--- src/rtl/instr_prefetch.sv ---
// Instruction prefetch unit: pulls up to 10 bytes from a byte-wide memory
// starting at pc and presents them as Byte0 and Byte19.
// Ports:
//   clk, rst_n              clock and async active-low reset
//   pc, req                 fetch address and request (taken in IDLE or DONE)
//   mem_addr, mem_rd        memory read address and strobe
//   mem_rdata, mem_valid    returned byte and its qualifier
//   mem_err                 memory fault on the current beat
//   Byte0, Byte19           fetched instruction bytes
//   instr_ready, imem_error result complete, result faulted or invalid
//   busy                    fetch in progress
module instr_prefetch #(
  parameter int unsigned MEM_SIZE = 1024
) (
  input  logic        clk,
  input  logic        rst_n,
  input  logic [63:0] pc,
  input  logic        req,
  output logic [63:0] mem_addr,
  output logic        mem_rd,
  input  logic [7:0]  mem_rdata,
  input  logic        mem_valid,
  input  logic        mem_err,
  output logic [7:0]  Byte0,
  output logic [71:0] Byte19,
  output logic        instr_ready,
  output logic        imem_error,
  output logic        busy
);

  typedef enum logic [1:0] {
    IDLE,
    FETCH,
    DONE
  } state_t;

  state_t      state;
  logic [63:0] base;
  logic [3:0]  k;
  logic [3:0]  len;
  logic [64:0] addr_x;
  logic        oob;
  logic [3:0]  len0;
  logic        bad0;

  // 65-bit sum: the carry flags a wrap past 2^64-1, which also makes
  // the compare against MEM_SIZE fail.
  assign addr_x = {1'b0, base} + 65'(k);
  assign oob    = addr_x >= 65'(MEM_SIZE);

  // Strobe and address come straight from the state register so that an
  // asynchronous reset drops them at once and an out-of-range beat never
  // shows a read.
  assign busy     = (state == FETCH);
  assign mem_rd   = busy && !oob;
  assign mem_addr = busy ? addr_x[63:0] : '0;

  always_comb begin
    len0 = 4'd1;
    bad0 = 1'b0;
    unique case (mem_rdata[7:4])
      4'h0, 4'h1, 4'h9:        len0 = 4'd1;
      4'h2, 4'h6, 4'hA, 4'hB:  len0 = 4'd2;
      4'h7, 4'h8:              len0 = 4'd9;
      4'h3, 4'h4, 4'h5:        len0 = 4'd10;
      default:                 bad0 = 1'b1;
    endcase
  end

  always_ff @(posedge clk or negedge rst_n) begin
    if (!rst_n) begin
      state       <= IDLE;
      base        <= '0;
      k           <= '0;
      len         <= '0;
      Byte0       <= '0;
      Byte19      <= '0;
      instr_ready <= 1'b0;
      imem_error  <= 1'b0;
    end else begin
      unique case (state)
        IDLE, DONE: begin
          if (req) begin
            base        <= pc;
            k           <= '0;
            Byte0       <= '0;
            Byte19      <= '0;
            imem_error  <= 1'b0;
            instr_ready <= 1'b0;
            state       <= FETCH;
          end
        end
        FETCH: begin
          if (oob || mem_err) begin
            imem_error  <= 1'b1;
            instr_ready <= 1'b1;
            state       <= DONE;
          end else if (mem_valid) begin
            k <= k + 4'd1;
            if (k == 4'd0) begin
              Byte0 <= mem_rdata;
              len   <= len0;
              if (bad0) imem_error <= 1'b1;
              if (len0 == 4'd1) begin
                instr_ready <= 1'b1;
                state       <= DONE;
              end
            end else begin
              for (int i = 1; i < 10; i++)
                if (k == 4'(i)) Byte19[8*i-8 +: 8] <= mem_rdata;
              if (k + 4'd1 == len) begin
                instr_ready <= 1'b1;
                state       <= DONE;
              end
            end
          end
        end
        default: state <= IDLE;
      endcase
    end
  end

endmodule

--- config.mk ---
export PLATFORM = sky130hd
export DESIGN_NAME = instr_prefetch
export DESIGN_NICKNAME = d
export VERILOG_FILES = /design/src/rtl/instr_prefetch.sv
export SDC_FILE = /design/constraint.sdc
export NUM_CORES = 1
export LEC_CHECK = 0
export CAP_MARGIN = 10
export CORE_UTILIZATION = 54
export CTS_CLUSTER_DIAMETER = 120
export DETAILED_ROUTE_END_ITERATION = 7
export PLACE_DENSITY = 0.85
export SLEW_MARGIN = 0
export SYNTH_ARGS = -nofsm -noshare
export SYNTH_HDL_FRONTEND = slang
export SYNTH_SLANG_ARGS = --single-unit
--- constraint.sdc ---
create_clock -name clk -period 7.07 [get_ports clk]
set_input_delay 0.707 -clock clk [delete_from_list [all_inputs] [get_ports clk]]
set_output_delay 0.707 -clock clk [all_outputs]
set_load 0.005 [all_outputs]
==> results_slide.txt <==
Physical Implementation Snapshot

Outcome
  • Run status: finished, final reports clean

Final layout
  • Cell area after layout: 0.01208 sq mm
  • Logic share of the area: 0.4100
  • Dominant logic cell type in the layout: nand2_1
  • FF+latch area: 0.003879 sq mm
  • Top class by area: combinational gates
  • Biggest regs: Byte19 x72, base x64, Byte0 x8
  • Final clock-cell share: 0.05187
  • Clock buf count: 17
  • Largest register FFs: 72
  • Seq/total area: 0.3210
  • Layout cells sized above 1: 0.06371
  • Flop count: 155
  • FILL cells: between 1000 and 1500
  • Non-clk invs: 18
  • Nets@finish: ~1400
  • Area Growth Syn to Fin: 32.27%

Pwr
  • Seq power: 1.04 mW
  • Lkg Pwr: 5.054 nW
  • Total power: ~2.4 mW
  • Clk network pwr share: 0.402
  • Largest Pwr Group: sequential cells
  • Switching share of power: 0.3103
  • P_clk: 969 uW
  • Power Combinational: 394 uW
  • Psw: 747.1 uW
  • Power share of the sequential group: 0.434
  • Combinational fraction of design power: 0.164

Critical path
  • Crit path buf inv count: 1
  • CP Launch Point: k[0]
  • Worst reg2reg path depth: 12
  • CP max-delay cell: a2111oi_4
  • Cell count along the critical path: 11
  • Crit path kind: reg2out
  • CP startpoint kind: register
  • Critical Path RT: 6.36 ns
  • Largest delay share family, worst path: simple AND/OR/NAND/NOR gates
  • CP Max Fanout: 7
  • Reg-to-reg setup timing slack: 2.14 ns
  • Worst r2r dst: len[1]
  • Crit path DAT: 4.68 ns

Detailed routing
  • DR vias/cell: between 6 and 7
  • First-pass DRT Iterations: 7
  • Met2 wire len: 13870 um
  • Wire length per cell: roughly 20 um
  • First-iteration detailed-routing DRC count: 989

Timing
  • Final Slew Violations: 0
  • Slew headroom: 0.3911
  • WHS: 0.3309 ns
  • Hold Vio Cnt, Final: 0
  • Sum Neg Setup Slack: 0 ns
  • RSZ-0062 raised after global routing: no
  • PnR worst setup slack: 1.682 ns
  • Slew @ Worst Pin: 0.9134 ns
  • Final Critical Period: 5.388 ns
  • Skew final: just over 0.01 ns
  • Final Setup Violations: 0

Place
  • Final GP Congestion: 0.9950
  • Post-DP Area: 0.01146 sq mm
  • Post-DP HPWL: 21140 um
  • I/O Buffers: 224
  • Dpl ws: 2.204 ns
  • Placed cells: approximately 1500

Synth
  • # Cells Yosys: 1088
  • Netlist area before placement: about 0.0091 sq mm
  • Aoi share: 0.1253
  • Post-synth regs: around 160
  • Most area-hungry cell type in the Yosys netlist: dfrtp_1
  • Syn. warnings: 0
  • Adder Share, Synth: 0.01315
  • Main flop type: dfrtp_1
  • Yosys synthesis chip area: 0.009136 sq mm
  • FFs w/ async S/R, synth: 1.000
  • Synth cell count leaders: nand2_1, dfrtp_1, nor2_1
  • Post-Synthesis Cells: 1088
  • Comb area leader: simple AND/OR/NAND/NOR gates
  • Mapped Nets: approximately 1200
  • Distinct lib cells: between 70 and 80
  • XOR/XNOR Fraction of Synth Area: 0.05656
  • MUX share of area: 0.02013

Clock network
  • Num CTS Buffers: 17
  • CTS H-tree depth: 4
  • Clock slew at reported path FFs: 0.07 ns
  • CTS tree: done
  • Worst skew pair latency: 0.44 ns
  • Root buffer cell: clkbuf_16
  • Hold buffers post-CTS: 0
  • CTS resizes: 0

Min path
  • Worst Hold Class: in2async

GRT
  • Global route hottest layer: met2
  • GR Util met2: 0.5538
  • Grt ovf: 0
  • Pin count of the biggest net entering global routing: ~99

Die
  • Die Y-Extent: 132.1 um
  • CORE AREA: 0.01652 sq mm
  • Die Size: 0.01744 sq mm
  • Number of cell rows: around 47
  • Die x size: about 130 um
  • FP Util: 0.5529

Job
  • Total tool warning count: 29
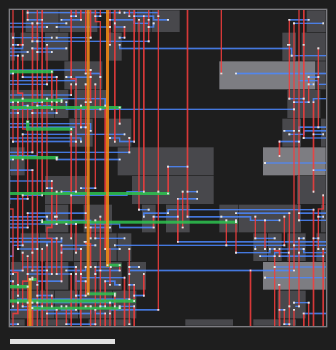
Fig. 1. Zoomed window.
The bar under the picture is 10 um long. Window x 51 to 81, y 51 to 81 um. Cells in grey, sequential cells in the stronger grey; small squares are vias.
Orange marks met4. Red marks met2. Blue marks met1. Green marks met3.
Sequential cells in the window: 3. Netlist names of flops here include state (2), k (1). Most frequent: nand2_1 (6), nand4_1 (4), nor2_1 (4). 53 logic cells have their middle in the window.

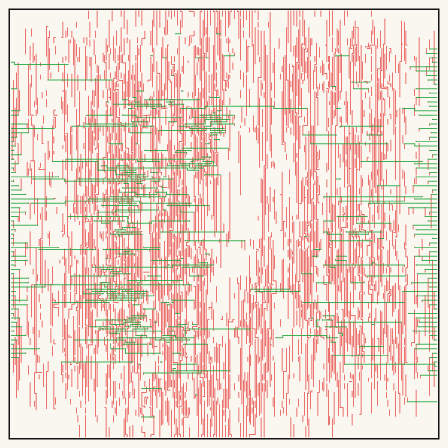
Fig. 2. Wiring by layer.
Only two layers are drawn.
Green marks met3, wire length 2490 um. Red marks met2, wire length 13900 um.

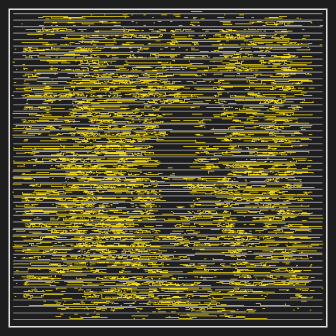
Fig. 3. M1 wires.
Supply wires on this layer in grey.
The wires run mostly horizontal. The longest straight run is 41.4 um. The layer carries 11900 um of wire.
routed vias: 9269
GR met1 Demand/Resource: 0.4564

Power figures rest on the tool's default switching activity, not on a simulated workload.
